==> src/rtl/video_mux_pkg.sv <==
// Shared types for the video source switcher: output mode, switch FSM state, pixel bundle.
// Colour channels are carried at the widest supported width and sliced down by the user.
package video_mux_pkg;

  localparam int PIX_CW = 16;

  typedef enum logic {
    PASS    = 1'b0,
    OVERLAY = 1'b1
  } mode_e;

  typedef enum logic [1:0] {
    RUN,
    PENDING,
    BLANK
  } state_e;

  typedef struct packed {
    logic [PIX_CW-1:0] red;
    logic [PIX_CW-1:0] green;
    logic [PIX_CW-1:0] blue;
    logic              hsync;
    logic              vsync;
    logic              active;
  } pixel_t;

endpackage

==> src/rtl/sync_edge_detect.sv <==
// Rising-edge strobe: the previous level is registered, the strobe is combinational so it
// fires in the same cycle the edge appears. No backpressure.
module sync_edge_detect (
  input  logic clk_in,
  input  logic rst_n_in,
  input  logic sig_in,
  output logic rise_out
);

  logic sig_q;

  always_ff @(posedge clk_in or negedge rst_n_in) begin
    if (!rst_n_in) begin
      sig_q <= 1'b0;
    end else begin
      sig_q <= sig_in;
    end
  end

  assign rise_out = sig_in & ~sig_q;

endmodule

==> src/rtl/video_source_switcher.sv <==
// Frame-synchronous video source switch with optional black frames and keyed overlay.
// All outputs registered, 1 cycle from the source inputs; no backpressure (pixel stream).
module video_source_switcher
  import video_mux_pkg::*;
#(
  parameter int                   NUM_SRC      = 2,
  parameter int                   COLOR_W      = 8,
  parameter int                   BLANK_FRAMES = 1,
  parameter logic [3*COLOR_W-1:0] KEY_COLOR    = '0
) (
  input  logic                               clk_in,
  input  logic                               rst_n_in,
  input  logic [NUM_SRC-1:0][COLOR_W-1:0]    src_red_in,
  input  logic [NUM_SRC-1:0][COLOR_W-1:0]    src_green_in,
  input  logic [NUM_SRC-1:0][COLOR_W-1:0]    src_blue_in,
  input  logic [NUM_SRC-1:0]                 src_hsync_in,
  input  logic [NUM_SRC-1:0]                 src_vsync_in,
  input  logic [NUM_SRC-1:0]                 src_active_in,
  input  logic [$clog2(NUM_SRC)-1:0]         sel_in,
  input  logic                               sel_valid_in,
  input  logic                               mode_in,
  output logic [COLOR_W-1:0]                 red_out,
  output logic [COLOR_W-1:0]                 green_out,
  output logic [COLOR_W-1:0]                 blue_out,
  output logic                               hsync_out,
  output logic                               vsync_out,
  output logic                               active_draw_out,
  output logic [$clog2(NUM_SRC)-1:0]         active_sel_out,
  output logic                               busy_out
);

  localparam int SEL_W = $clog2(NUM_SRC);

  state_e           state_q, state_d;
  mode_e            mode_q, mode_d, pend_mode_q, pend_mode_d;
  logic [SEL_W-1:0] sel_q, sel_d, pend_sel_q, pend_sel_d;
  logic [3:0]       cnt_q, cnt_d;
  logic             boundary, req_legal, req_same, req;
  logic             fg_key;
  pixel_t           fg, bg, comp, out_q;
  logic             hi_unused;

  sync_edge_detect u_frame_edge (
    .clk_in   (clk_in),
    .rst_n_in (rst_n_in),
    .sig_in   (src_vsync_in[sel_q]),
    .rise_out (boundary)
  );

  assign req_legal = sel_valid_in && (32'(sel_in) < NUM_SRC);
  assign req_same  = (state_q == RUN) && (sel_in == sel_q) && (mode_e'(mode_in) == mode_q);
  assign req       = req_legal && !req_same;

  always_comb begin
    state_d     = state_q;
    sel_d       = sel_q;
    mode_d      = mode_q;
    pend_sel_d  = pend_sel_q;
    pend_mode_d = pend_mode_q;
    cnt_d       = cnt_q;
    case (state_q)
      RUN: ;
      PENDING: begin
        if (boundary) begin
          sel_d   = pend_sel_q;
          mode_d  = pend_mode_q;
          cnt_d   = '0;
          state_d = (BLANK_FRAMES == 0) ? RUN : BLANK;
        end
      end
      BLANK: begin
        if (boundary) begin
          cnt_d = cnt_q + 4'd1;
          if (5'(cnt_q) + 5'd1 == 5'(BLANK_FRAMES)) state_d = RUN;
        end
      end
      default: state_d = RUN;
    endcase
    // A new request always wins over whatever the boundary decided; it waits for the next one.
    if (req) begin
      pend_sel_d  = sel_in;
      pend_mode_d = mode_e'(mode_in);
      state_d     = PENDING;
    end
  end

  // Pixel composition uses the next-cycle selection so the switch lands on the edge cycle.
  always_comb begin
    fg        = '0;
    bg        = '0;
    fg.red    = PIX_CW'(src_red_in[sel_d]);
    fg.green  = PIX_CW'(src_green_in[sel_d]);
    fg.blue   = PIX_CW'(src_blue_in[sel_d]);
    fg.hsync  = src_hsync_in[sel_d];
    fg.vsync  = src_vsync_in[sel_d];
    fg.active = src_active_in[sel_d];
    bg.red    = PIX_CW'(src_red_in[0]);
    bg.green  = PIX_CW'(src_green_in[0]);
    bg.blue   = PIX_CW'(src_blue_in[0]);
    bg.hsync  = src_hsync_in[0];
    bg.vsync  = src_vsync_in[0];
    bg.active = src_active_in[0];
    fg_key    = ({src_red_in[sel_d], src_green_in[sel_d], src_blue_in[sel_d]} == KEY_COLOR);
    comp      = fg;
    if (mode_d == OVERLAY) begin
      comp = bg;
      if (!fg_key && fg.active) begin
        comp.red   = fg.red;
        comp.green = fg.green;
        comp.blue  = fg.blue;
      end
    end
    if (state_d == BLANK) begin
      comp.red   = '0;
      comp.green = '0;
      comp.blue  = '0;
    end
  end

  always_ff @(posedge clk_in or negedge rst_n_in) begin
    if (!rst_n_in) begin
      state_q     <= RUN;
      sel_q       <= '0;
      mode_q      <= PASS;
      pend_sel_q  <= '0;
      pend_mode_q <= PASS;
      cnt_q       <= '0;
      out_q       <= '0;
    end else begin
      state_q     <= state_d;
      sel_q       <= sel_d;
      mode_q      <= mode_d;
      pend_sel_q  <= pend_sel_d;
      pend_mode_q <= pend_mode_d;
      cnt_q       <= cnt_d;
      out_q       <= comp;
    end
  end

  assign red_out         = out_q.red[COLOR_W-1:0];
  assign green_out       = out_q.green[COLOR_W-1:0];
  assign blue_out        = out_q.blue[COLOR_W-1:0];
  assign hsync_out       = out_q.hsync;
  assign vsync_out       = out_q.vsync;
  assign active_draw_out = out_q.active;
  assign active_sel_out  = sel_q;
  assign busy_out        = (state_q != RUN);

  // Channel bits above COLOR_W are always zero.
  assign hi_unused = |{out_q.red >> COLOR_W, out_q.green >> COLOR_W, out_q.blue >> COLOR_W};

endmodule

==> config.mk <==
export PLATFORM = sky130hd
export DESIGN_NAME = video_source_switcher
export DESIGN_NICKNAME = d
export VERILOG_FILES = /design/src/rtl/video_mux_pkg.sv /design/src/rtl/sync_edge_detect.sv /design/src/rtl/video_source_switcher.sv
export SDC_FILE = /design/constraint.sdc
export NUM_CORES = 1
export LEC_CHECK = 0
export CAP_MARGIN = 20
export CORE_ASPECT_RATIO = 2
export CORE_UTILIZATION = 45
export DETAILED_ROUTE_END_ITERATION = 6
export PLACE_DENSITY_LB_ADDON = 0.12
export SYNTH_ARGS = -nofsm -noshare
export SYNTH_HDL_FRONTEND = slang
export SYNTH_SLANG_ARGS = --single-unit
==> constraint.sdc <==
create_clock -name clk_in -period 3.8 [get_ports clk_in]
set_input_delay 1.14 -clock clk_in [delete_from_list [all_inputs] [get_ports clk_in]]
set_output_delay 1.14 -clock clk_in [all_outputs]
set_load 0.005 [all_outputs]
Run 1, placed cells, one colour a class:
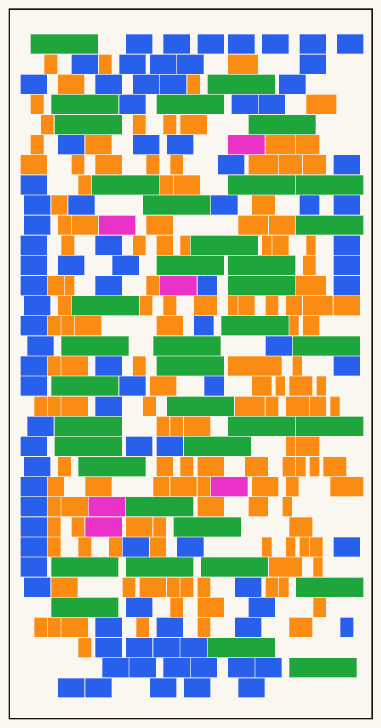
class	colour	cells
flip-flops	green	38
clock drivers and dummy loads	magenta	6
all other logic	orange	140
other buffers and delay cells	blue	91
flop share of the area: 0.322
post-route design area: 2950 sq um

Run 1, met1 routing:
Bar = 10 um. Supply wires on this layer in grey.
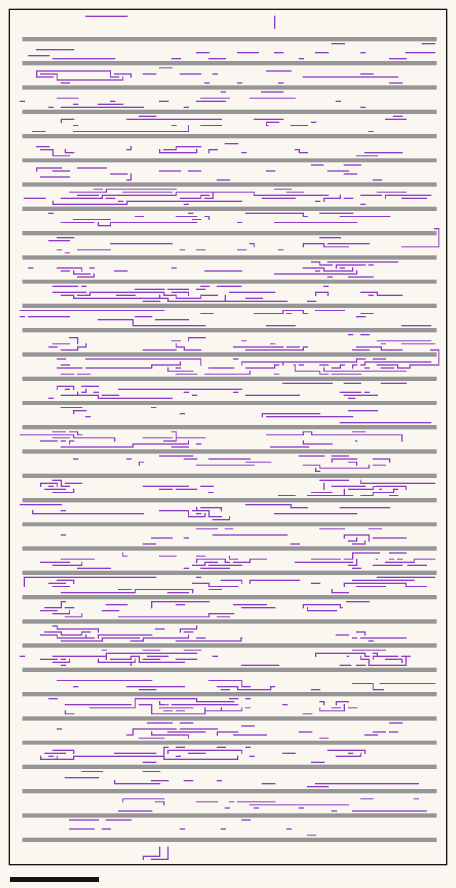
nets with wire on the layer	285
wire length on this layer	1780 um
main direction	horizontal
share of all routed wire	34%
longest straight run	16.1 um
vias: 1765
Routed WL: 5190 um
GR Layer Usage met1: 0.239

==> reports/results.tsv, run 1 <==
metric	value	unit
actual slew at the worst max-slew pin	0.844	ns
largest net degree at the start of global routing	53	
xor/xnor share	0.00886	
CTS clock-pin slew for the worst setup and hold paths	0.07	ns
Yosys top cell by area	dfrtp_1	
PortBufs	87	
status	completed	
Simple-Gate Area Share	0.0911	
# nets final	337	
Initial DRC Count	28	
Post-synth regs	38	
worst setup path class	input port to register	
crit path buf inv count	2	
Yosys Chip Area	1980	sq um
most used routing layer	met2	
setup clock skew after layout	0.00590	ns
setup bufs post-CTS	0	
startpoint types	input port	
global-route wire length before repair	8560	um
CP endpoint kind	register	
Pwr per Cell Area	570	nW/um^2
Worst Path Max Fanout	49	
cell with the most instances after synthesis	o21ai_0	
die height	95.7	um
AND-OR/OR-AND Cells, Area Fraction	0.185	
count of clock tree sinks	38	
TritonCTS Buffers	5	
Data required, critical path	4.00	ns
CP most frequent cell	mux2i_1	
Synth top cells by count	o21ai_0, dfrtp_1, mux2i_1	
OpenROAD warnings	27	
final setup vio count	0	
clock latency on the worst-skew pair	0.29	ns
Antenna diodes	0	
post-synthesis cell count	192	
fin crit share	0.764	
Wirelength per Cell	15.9	um
delay-heaviest family, CP	buffers and inverters	
final worst-path setup slack	0.897	ns
yosys warning tally	0	
filler cell count	347	
minimum clock period	2.90	ns
gr usage total	0.245	
CTS HTree Levels	2	
full die area	4680	sq um
Routability Congestion	0.798	
Synth top area share	0.481	
Routed Antenna Nets	0	
Net Count, Synth	253	
Post-CTS Hold Buffers	0	
mapped cell area	1980	sq um
CTS tree	built	
Final TNS setup	0	ns
syn_area_per_cell	10.3	sq um
Run 1, the metal 3 layer:
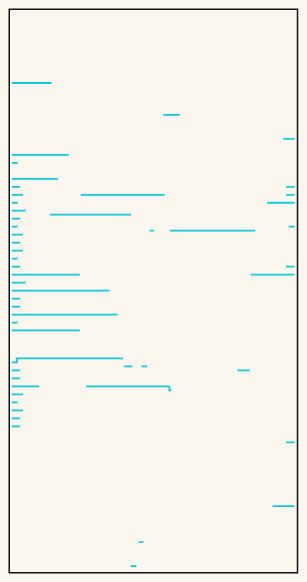
wire length on this layer	218 um
nets with wire on the layer	46
met3 usage in global routing: 0.0553

Run 1, track usage over the die:
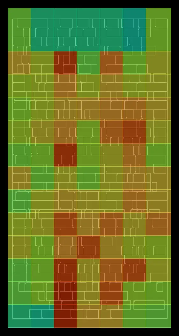
met2 usage: 0.479
fin util: 0.708

## run 1: final timing paths
check | startpoint | end | slack (ns) | cells after the start
max | src_vsync_in[1] | red_out[4] | 0.90 | 7
max in group asynchronous | rst_n_in | u_frame_edge.sig_q | 2.31 | 1
min in group asynchronous | rst_n_in | cnt_q[0] | 0.95 | 1
min reg2reg | pend_sel_q | pend_sel_q | 0.54 | 1
min | pend_sel_q | pend_sel_q | 0.54 | 1
max reg2reg | active_sel_out | red_out[4] | 1.67 | 6
## run 1: power by group
group,switching (W),internal (W)
logic,0.000337,0.000449
registers,0.0000800,0.000544
clock network,0.000133,0.000140
total,0.000550,0.00113
## run 1: layout make-up
cell class	instances	area (sq um)	share of cell area
repair buffers	91	896	0.304
clock buffers	6	82.6	0.0280
well taps	52	65.1	0.0220
inverters	6	22.5	0.00763
multi-input cells	134	935	0.317
flip-flops and latches	38	951	0.322
## run 1: cell usage in the layout, fill, tap and decap left out, types with 2 or more instances in the layout
cell / n
clkdlybuf4s50_1: 86
o21ai_0: 49
dfrtp_1: 38
mux2i_1: 26
mux2_2: 7
nand2_1: 7
nor2_1: 6
inv_1: 6
nor4_1: 6
clkbuf_8: 6
o21ai_1: 5
buf_4: 4
a22o_1: 3
xor2_1: 2
o31a_1: 2
nand2b_1: 2
nand3_1: 2
ha_1: 2
## run 1: stage by stage
step                      instances  total power (W)  hold slack, ns
after floorplan                 192          0.00103           0.482
after global placement          321          0.00140           0.516
after detailed placement        321          0.00142           0.523
after CTS                       327          0.00170           0.538
after global routing            327          0.00180           0.559
final                           327          0.00168           0.535
## run 1: metal layers
metal  vias up  routed length, um
met4         0                126
met3        10                217
met2        56               3070
met1       837               1780
met5         -                  0
li1        862                  -
Run 1, met2 routing:
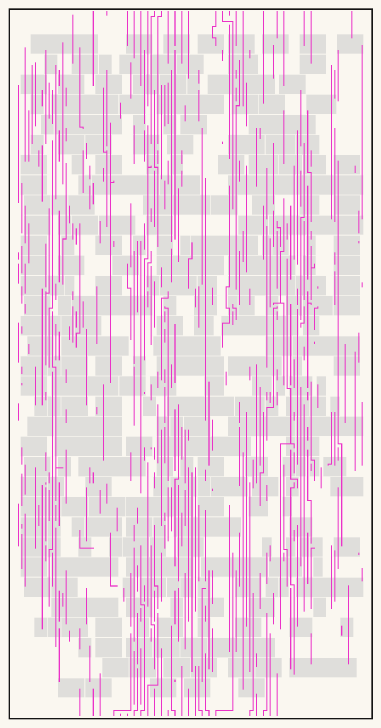

==> run 2, diff against run 1 <==
- CORE_UTILIZATION: 45 -> 42
- clock period: 3.8 -> 2.9 ns (I/O delays scaled with it)
Run 2, met2 routing:
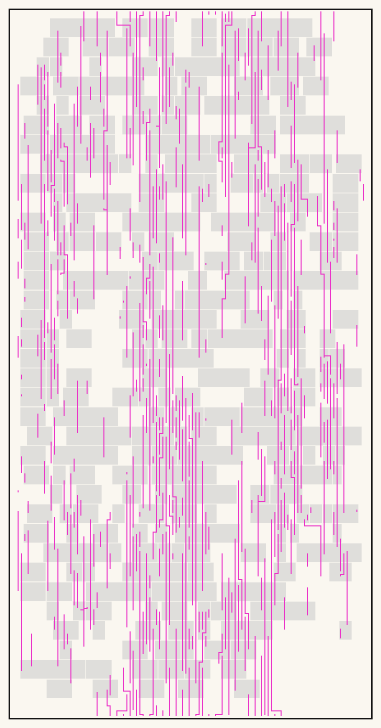
main direction	vertical
share of all routed wire	58%
nets with wire on the layer	296

Run 2, placed cells, one colour a class:
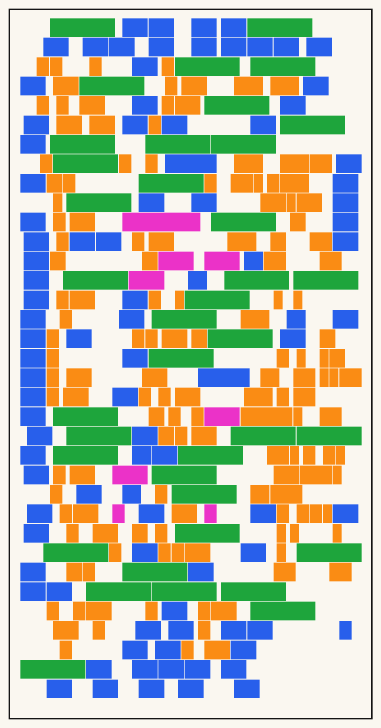
class	colour	cells
other buffers and delay cells	blue	94
all other logic	orange	140
clock drivers and dummy loads	magenta	8
flip-flops	green	38

==> reports/results.tsv, run 2 <==
metric	value	unit
CTS tree	built	
actual slew at the worst max-slew pin	0.840	ns
Post-synth ARST share	1.00	
gr usage total	0.218	
OpenROAD warnings	27	
CTS clock-pin slew for the worst setup and hold paths	0.08	ns
final setup vio count	0	
fin crit share	0.890	
Final TNS setup	0	ns
Routed WL	5070	um
clock latency on the worst-skew pair	0.28	ns
Data required, critical path	3.10	ns
largest net degree at the start of global routing	50	
setup bufs post-CTS	0	
full die area	5000	sq um
post-route design area	3030	sq um
Yosys top cell by area	dfrtp_1	
detailed route wirelength on metal3	214	um
Power, Total	0.00231	W
Inst Count DP	327	
Routed Antenna Nets	0	
yosys warning tally	0	
CP endpoint kind	register	
startpoint types	input port	
CORE AREA	4550	sq um
Worst Path Max Fanout	24	
fin util	0.665	
syn_area_per_cell	10.3	sq um
worst setup path startpoint	src_green_in[12]	
Commonest Layout Cell	clkdlybuf4s50_1	
crit path buf inv count	3	
final worst-path setup slack	0.319	ns
PortBufs	87	
r2r startpoint	state_q[1]	
setup clock skew after layout	0.00677	ns
count of clock tree sinks	38	
filler-free cell count of the finished design	335	
filler cell count	397	
met2 routed WL	2930	um
Synth top cells by count	o21ai_0, dfrtp_1, mux2i_1	
Yosys Chip Area	1980	sq um
die height	99.0	um
global-route wire length before repair	8250	um
cell with the most instances after synthesis	o21ai_0	
hold slack	0.519	ns
Leak	1.33	nW
Net Count, Synth	253	
worst setup path class	input port to register	
Hold Startpoint	pend_sel_q	
Initial DRC Count	13	
Top Metal Used	met4	
Routability Congestion	0.740	
Synth top area share	0.481	
post-synthesis cell count	192	
# nets final	340	
WL met1	1810	um
Wirelength per Cell	15.1	um
placed instance area	2920	sq um
TritonCTS Buffers	5	
mapped cell area	1980	sq um
Antenna diodes	0	
delay-heaviest family, CP	buffers and inverters	
Post-synth regs	38	
most frequent cells in the layout	clkdlybuf4s50_1, o21ai_0, dfrtp_1	
CTS HTree Levels	2	
vias	1809	
minimum clock period	2.58	ns
status	completed	
Vias/cell	5.40	
Post-CTS Hold Buffers	0	
Pwr per Cell Area	763	nW/um^2
I/O pins	88	
Run 2, met1 routing:
Bar = 20 um. Supply wires on this layer in grey.
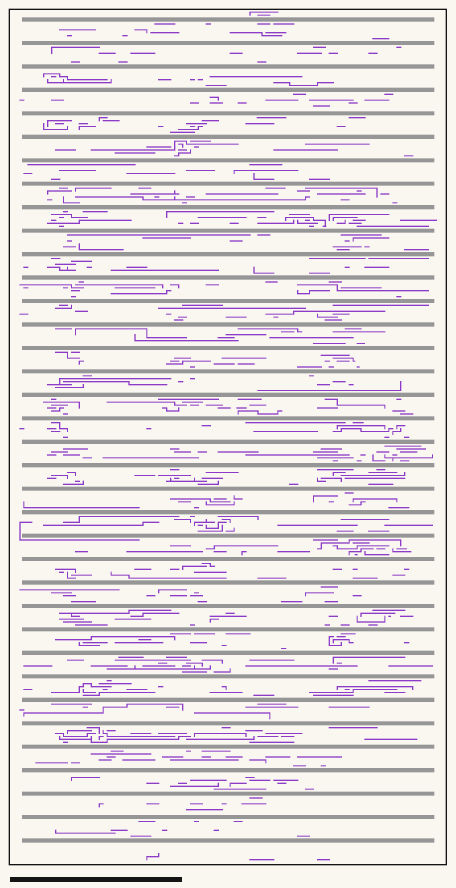
wire length on this layer	1810 um
share of all routed wire	36%
longest straight run	21.2 um
nets with wire on the layer	285
main direction	horizontal

## run 2: cell types whose count changed in the layout (fill, tap and decap cells not counted), sizes merged
cell / before / now
buf: 5 / 8
clkbuf: 6 / 5
bufinv: 0 / 1
clkinv: 0 / 2
## run 2: metal layers
metal / track usage / vias up
li1: - / 870
met1: 0.223 / 879
met3: 0.0417 / 10
met5: 0 / -
met2: 0.422 / 50
met4: 0.0705 / 0
## run 2: cells by family (layout without fill, tap and decap cells)
| logic type | after synthesis | in the layout | share of synthesized area |
|---|---|---|---|
| and+or+nand+nor | 32 | 32 | 0.0912 |
| adders and majority gates | 2 | 2 | 0.0127 |
| buffers and inverters | 20 | 108 | 0.0500 |
| xor gates and xnor gates | 2 | 2 | 0.00886 |
| muxes | 33 | 33 | 0.172 |
| AOI/OAI and AO/OA | 65 | 65 | 0.185 |
| DFF | 38 | 38 | 0.481 |
## run 2: cell type report
cell class | instances | area, sq um | area share
repair buffers | 94 | 943 | 0.311
multi-input cells | 134 | 935 | 0.309
flip-flops and latches | 38 | 951 | 0.314
clock inverters | 3 | 40.0 | 0.0132
well taps | 55 | 68.8 | 0.0227
clock buffers | 5 | 68.8 | 0.0227
inverters | 6 | 22.5 | 0.00743
## run 2: final timing paths
kind | end | cells past startpoint | slack (ns)
min in group asynchronous | red_out[4] | 1 | 0.69
hold / removal | pend_sel_q | 1 | 0.52
hold reg to reg | pend_sel_q | 1 | 0.52
setup reg to reg | red_out[4] | 6 | 0.81
max in group asynchronous | blue_out[1] | 1 | 1.69
setup / recovery | red_out[4] | 8 | 0.32
## run 2: where the power goes
part / internal (W) / switching, W / leakage [nW]
combinational: 0.000619 / 0.000441 / 0.815
clock: 0.000253 / 0.000185 / 0.0579
sequential: 0.000713 / 0.000102 / 0.460
Power figures rest on the tool's default switching activity, not on a simulated workload.
